Track usage over the die:
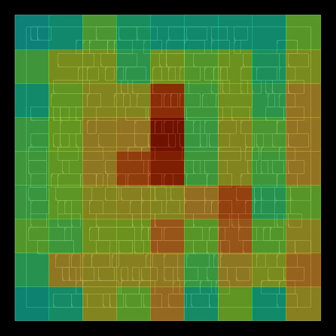
Logic cells by family:
Scale: 8 px per um.
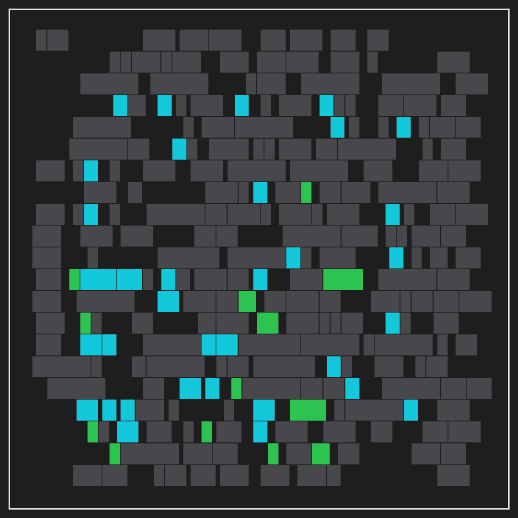
Sizing map:
Scale: 8 px per um.
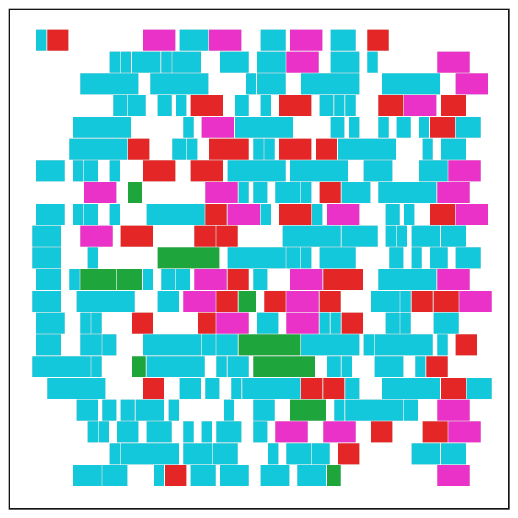
Metal 3:
Scale: 4 px per um.
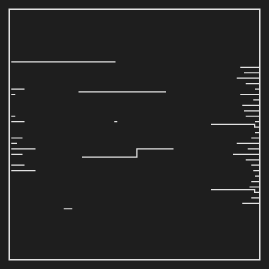
===== config.mk =====
export PLATFORM = sky130hd
export DESIGN_NAME = mul_seq
export DESIGN_NICKNAME = d
export VERILOG_FILES = /design/src/rtl/mul_seq_pkg.sv /design/src/rtl/mul_seq.sv
export SDC_FILE = /design/constraint.sdc
export NUM_CORES = 1
export LEC_CHECK = 0
export ABC_AREA = 0
export CAP_MARGIN = 20
export CORE_MARGIN = 2
export CORE_UTILIZATION = 38
export CTS_CLUSTER_DIAMETER = 40
export DETAILED_ROUTE_END_ITERATION = 10
export GPL_ROUTABILITY_DRIVEN = 1
export GPL_TIMING_DRIVEN = 0
export HOLD_SLACK_MARGIN = 0.05
export PLACE_DENSITY = 0.78
export SYNTH_ARGS = -nofsm -noshare
export SYNTH_HDL_FRONTEND = slang
export SYNTH_SLANG_ARGS = --single-unit

===== constraint.sdc =====
create_clock -name clk -period 1.4 [get_ports clk]
set_input_delay 0.21 -clock clk [delete_from_list [all_inputs] [get_ports clk]]
set_output_delay 0.21 -clock clk [all_outputs]
set_load 0.02 [all_outputs]

===== src/rtl/mul_seq_pkg.sv =====
// -----------------------------------------------------------------------------
// mul_seq_pkg
// Shared definitions for the sequential multiplier and the 8-bit ALU it drives:
// ALU opcodes, ALU flag bit positions and the multiplier FSM state type.
// -----------------------------------------------------------------------------
package mul_seq_pkg;

  // ALU opcodes (4-bit). The multiplier only issues ALU_ADD and ALU_CLEAR;
  // the rest are listed so the controller shares one opcode map.
  localparam logic [3:0] ALU_PASS  = 4'b0000;
  localparam logic [3:0] ALU_ADD   = 4'b0001;
  localparam logic [3:0] ALU_SUB   = 4'b0010;
  localparam logic [3:0] ALU_AND   = 4'b0011;
  localparam logic [3:0] ALU_OR    = 4'b0100;
  localparam logic [3:0] ALU_XOR   = 4'b0101;
  localparam logic [3:0] ALU_NOT   = 4'b0110;
  localparam logic [3:0] ALU_SHL   = 4'b0111;
  localparam logic [3:0] ALU_SHR   = 4'b1000;
  localparam logic [3:0] ALU_INC   = 4'b1001;
  localparam logic [3:0] ALU_DEC   = 4'b1010;
  localparam logic [3:0] ALU_CLEAR = 4'b1011;

  // Bit positions inside alu_flags = {C, N, Z}.
  localparam int FLAG_C = 2;
  localparam int FLAG_N = 1;
  localparam int FLAG_Z = 0;

  // Number of shift-add iterations for an 8-bit multiplier operand.
  localparam int          MUL_ITERS = 8;
  localparam logic [2:0]  CNT_LAST  = 3'(MUL_ITERS - 1);

  typedef enum logic [1:0] {
    IDLE = 2'd0,
    RUN  = 2'd1,
    DONE = 2'd2
  } mul_state_t;

endpackage : mul_seq_pkg


===== src/rtl/mul_seq.sv =====
// -----------------------------------------------------------------------------
// mul_seq
// Sequential 8x8 unsigned shift-add multiplier. Acts as initiator on the shared
// combinational 8-bit ALU: each RUN cycle it issues one ADD of hi and (lo[0] ?
// mcand : 0), takes the 9-bit sum (carry + result) back in the same cycle and
// shifts {carry, sum, lo[7:1]} into {hi, lo}. Eight iterations give the full
// 16-bit product.
//
// Ports
//   clk        in   system clock, rising edge
//   reset      in   synchronous, active-high reset
//   start      in   multiply request, sampled only in IDLE
//   opnd_a     in   [7:0] multiplicand, captured on accept
//   opnd_b     in   [7:0] multiplier, captured on accept
//   busy       out  high while iterating
//   done       out  one-cycle pulse, product valid
//   prod_hi    out  [7:0] product bits 15:8 (held until next accept)
//   prod_lo    out  [7:0] product bits 7:0  (held until next accept)
//   alu_op     out  [3:0] ALU opcode
//   alu_cin    out  ALU carry-in, tied low
//   alu_a      out  [7:0] ALU operand A
//   alu_b      out  [7:0] ALU operand B
//   alu_out    in   [7:0] ALU result
//   alu_flags  in   [2:0] ALU flags {C,N,Z}; only C is used
//
// Build option
//   MUL_SEQ_ZERO_BYPASS_EN : when defined, an accept with a zero operand loads
//   a zero product and goes straight to DONE (done one cycle after accept,
//   busy never rises). When undefined every accept runs all 8 iterations.
//
// State table
//   state | meaning
//   IDLE  | waiting for start; ALU held at CLEAR
//   RUN   | one shift-add iteration per cycle, cnt 0..7
//   DONE  | one-cycle done pulse, then back to IDLE
// -----------------------------------------------------------------------------
module mul_seq
  import mul_seq_pkg::*;
(
  input  logic       clk,
  input  logic       reset,
  input  logic       start,
  input  logic [7:0] opnd_a,
  input  logic [7:0] opnd_b,
  output logic       busy,
  output logic       done,
  output logic [7:0] prod_hi,
  output logic [7:0] prod_lo,
  output logic [3:0] alu_op,
  output logic       alu_cin,
  output logic [7:0] alu_a,
  output logic [7:0] alu_b,
  input  logic [7:0] alu_out,
  input  logic [2:0] alu_flags
);

  mul_state_t state_q, state_d;

  logic [7:0] mcand;
  logic [7:0] hi;
  logic [7:0] lo;
  logic [2:0] cnt;

  logic       load;
  logic       load_zero;
  logic       step;
  logic       zero_opnd;

  // N and Z are not needed by the multiply; fold them into a sink.
  logic       unused_flags;
  assign unused_flags = ^alu_flags[FLAG_N:FLAG_Z];

  assign zero_opnd = (opnd_a == 8'h00) || (opnd_b == 8'h00);

  // ---------------------------------------------------------------------------
  // State register
  // ---------------------------------------------------------------------------
  always_ff @(posedge clk) begin
    if (reset) state_q <= IDLE;
    else       state_q <= state_d;
  end

  // ---------------------------------------------------------------------------
  // Next state, status outputs and ALU drive
  // ---------------------------------------------------------------------------
  always_comb begin
    state_d   = state_q;
    busy      = 1'b0;
    done      = 1'b0;
    load      = 1'b0;
    load_zero = 1'b0;
    step      = 1'b0;
    alu_op    = ALU_CLEAR;
    alu_a     = 8'h00;
    alu_b     = 8'h00;

    case (state_q)
      IDLE: begin
        if (start) begin
          load = 1'b1;
`ifdef MUL_SEQ_ZERO_BYPASS_EN
          if (zero_opnd) begin
            load_zero = 1'b1;
            state_d   = DONE;
          end else begin
            state_d   = RUN;
          end
`else
          state_d = RUN;
`endif
        end
      end

      RUN: begin
        busy   = 1'b1;
        step   = 1'b1;
        alu_op = ALU_ADD;
        alu_a  = hi;
        alu_b  = lo[0] ? mcand : 8'h00;
        if (cnt == CNT_LAST) state_d = DONE;
      end

      DONE: begin
        done    = 1'b1;
        state_d = IDLE;
      end

      default: state_d = IDLE;
    endcase
  end

  assign alu_cin = 1'b0;

  // ---------------------------------------------------------------------------
  // Datapath registers
  // ---------------------------------------------------------------------------
  always_ff @(posedge clk) begin
    if (reset) begin
      mcand <= 8'h00;
      hi    <= 8'h00;
      lo    <= 8'h00;
      cnt   <= 3'd0;
    end else if (load) begin
      mcand <= opnd_a;
      hi    <= 8'h00;
      lo    <= load_zero ? 8'h00 : opnd_b;
      cnt   <= 3'd0;
    end else if (step) begin
      // 17-bit {carry, sum, lo} shifted right by one; the carry lands in hi[7],
      // so no product bits are lost even for 255*255.
      {hi, lo} <= {alu_flags[FLAG_C], alu_out, lo[7:1]};
      cnt      <= cnt + 3'd1;
    end
  end

  // zero_opnd only matters for the bypass build.
  logic unused_zero;
  assign unused_zero = zero_opnd;

  assign prod_hi = hi;
  assign prod_lo = lo;

endmodule : mul_seq


==> PnR_summary.wiki <==
=== Physical design figures ===
{| class="wikitable"
! Metric !! Value
|-
| Slew Limit Headroom || between 60% and 70%
|-
| Worst reg2reg endpoint || prod_lo[7]
|-
| Clock slew at reported path FFs || roughly 90 ps
|-
| RSZ-0062 raised after global routing || true
|-
| AND-OR/OR-AND share of the synthesized area || about 16%
|-
| Timing endpoint of the critical path || alu_b[6]
|-
| Synth Area in XOR/XNOR || less than 1%
|-
| Type of destination of the critical path || output pin
|-
| Commonest cells after routing, fill and taps aside || nand2_1 (43), buf_6 (29), dfxtp_1 (26), clkdlybuf4s50_1 (26), a21oi_1 (25)
|-
| Maximum root-to-sink buffer count || 2
|-
| Worst-Margin Slew || 510 ps
|-
| Power density cells || 835 mW/mm^2
|-
| Final tally of setup violations || 27
|-
| Critical path launch point || state_q[0]
|-
| Top comb family, area || simple AND/OR/NAND/NOR gates
|-
| Fraction of the mapped netlist area in adder cells || slightly below 2%
|-
| Flip-flops with a built-in enable || 0
|-
| Data buffer area share || 39.0%
|-
| Die Wd || about 62 um
|-
| Worst Reg2Reg Path Length in Cells || 5
|-
| Netlist area before placement || roughly 0.0013 mm^2
|-
| Vias in the first global route || 1,278
|-
| Post-DR wirelength/cell || 12.1 um
|-
| Clock Power Share || 25.0%
|-
| Registers || 29
|-
| Share of final-layout standard cells stronger than drive strength 1 || 32.1%
|-
| Startpoint of the lowest-slack register-to-register path || state_q[0]
|-
| Global-route wire length before repair || 5780 um
|-
| Die height || 62.3 um
|-
| Sequential share of the synthesized area || 45.0%
|-
| Maximum vdd drop || 562 uV
|-
| Power Clock || 468 uW
|-
| Synth unique cells || 26
|-
| DRC violation count after routing || 0
|-
| Clk_buf instances || 6
|-
| Rows || 21
|-
| Initial DRC count || approximately 51
|-
| WS Path Type || flip-flop to output pin
|-
| Multi-input gate count || 116
|-
| Post-placement cell count || 270
|-
| Violations in the final reports || setup timing
|-
| Maximum clock frequency || 0.634 GHz
|-
| Antenna violations before repair || 0
|-
| Sink of the worst hold path || prod_lo[7]
|-
| Fraction of the cycle the final worst path needs || 113%
|-
| HPWL after DPL || 2330 um
|-
| Top contributor to total power || sequential cells
|-
| Worst min path class || primary input to flip-flop
|-
| Design internal power || 1330 uW
|-
| # Taps || between 40 and 50
|-
| Maximum number of pins on one net before global-route repair || 11
|-
| Part of the total power dissipated in sequential elements || 48.6%
|-
| CTS tree || done
|-
| Flop and latch count out of synthesis || 29
|-
| Top area cell types || dfxtp_1 (45%), nand2_1 (13%), a21oi_1 (9.7%), buf_4 (4.1%), and2_1 (3.9%)
|-
| Nature of the critical path startpoint || flip-flop
|-
| Total power || ~1900 uW
|-
| Std-Cell Core Area || about 0.0033 mm^2
|-
| Syn avg cell area || 8.01 um^2
|-
| Num Clock Sinks || 29
|-
| Required time at the endpoint of the critical path || 1190 ps
|-
| Flip-flop cell with the highest count after synthesis || dfxtp_1
|-
| PostCTS Resize Cnt || 155
|-
| Post-synth top cells || nand2_1 (43), dfxtp_1 (29), a21oi_1 (25)
|-
| Post-synthesis chip area from yosys || 0.00129 mm^2
|-
| Flop share of the area || 26.0%
|-
| Largest area class, layout || buffers
|-
| Worst Hold Depth || 2
|-
| Switching part of the total power || 29.1%
|-
| Post-synthesis instance total || 161
|-
| Fraction of registers with async set or reset after synthesis || 0%
|-
| Chip area || 0.00388 mm^2
|-
| Run status || complete, but fails checks
|-
| Arrival time worst endpoint || 1370 ps
|-
| Area of the multi-input gates || between 600 and 700 um^2
|-
| Final antenna diode count || 0
|-
| Hold_buf cts || 0
|-
| Cell type with the largest total area || dfxtp_1
|-
| Placed standard-cell area || 0.00197 mm^2
|-
| Count of H-tree levels built during CTS || 2
|-
| Min setup slack post-route || -177 ps
|-
| Area fraction of clock buffers and clock inverters || 2.29%
|-
| Cell count in the Yosys report || 161
|-
| Fraction of the mapped netlist area in simple logic gates || 27.2%
|-
| Min-Delay Startpoint || reset
|-
| Area fraction of the dominant cell type after synthesis || 45.0%
|-
| Number of buffers outside the clock class in the layout || around 90
|}
Back to the opening pictures, 'track usage over the die':
met2 track utilization from global routing: 32.7%
global-route total usage across every layer: 18.6%

Back to the opening pictures, 'logic cells by family':
legend:
  green:
    family: nor cells
    cells: 13
  cyan:
    family: aoi and oai cells
    cells: 34
logic share of the area: 29.8%
most common logic cell in the routed design: nand2_1
non-filler instance count after layout: 292

Back to the opening pictures, 'sizing map':
legend:
  green:
    size: _2 cells
    cells: 10
    share: 4.1%
    most_used: dfxtp_2
  magenta:
    size: _6 and larger
    cells: 29
    share: 12%
    most_used: buf_6
  cyan:
    size: _0 and _1 cells
    cells: 167
    share: 68%
    most_used: nand2_1
  red:
    size: _3 and _4 cells
    cells: 40
    share: 16%
    most_used: buf_4
design area: 0.00224 mm^2
min setup slack post-route: -177 ps
area growth from synthesis to layout: 73.9%

Back to the opening pictures, 'metal 3':
wire length on this layer: 192 um
share of all routed wire: 5.4%
main direction: horizontal
detailed-route via count: 1,353
total detailed-routing wirelength: 3530 um
global routing usage on met3: 5.80%

==> state kept, by name, indices dropped and copies added (netlist names) <==
name and cells:
prod_hi 8, cnt 3, state_q 2, prod_lo 8
mcand 8
==> worst max-delay path, cell delays in order (launching register included) <==
cell and delay [ps]:
dfxtp_2 340, nor2b_4 140, buf_6 150, buf_6 120
and3_4 180, buf_6 110
==> stage by stage <==
step	hold slack, ps	setup slack, ps	TNS [ps]	utilization (%)
after floorplan	345	92.1	0	-
after global placement	438	-493	-13660	59.6
after detailed placement	443	-538	-14610	59.6
after CTS	322	-168	-2730	65.6
after global routing	374	-241	-5060	67.8
final	361	-177	-2970	67.8
==> layer usage <==
metal  vias up  GRT usage [%]  wire length (um)
met2        45           32.7              1810
li1        696              -                 -
met1       610           21.7              1520
met5         -              0                 0
met4         0           5.28                14
met3         2           5.80               192
No activity file was given, so power comes from the tool's default toggle rates.
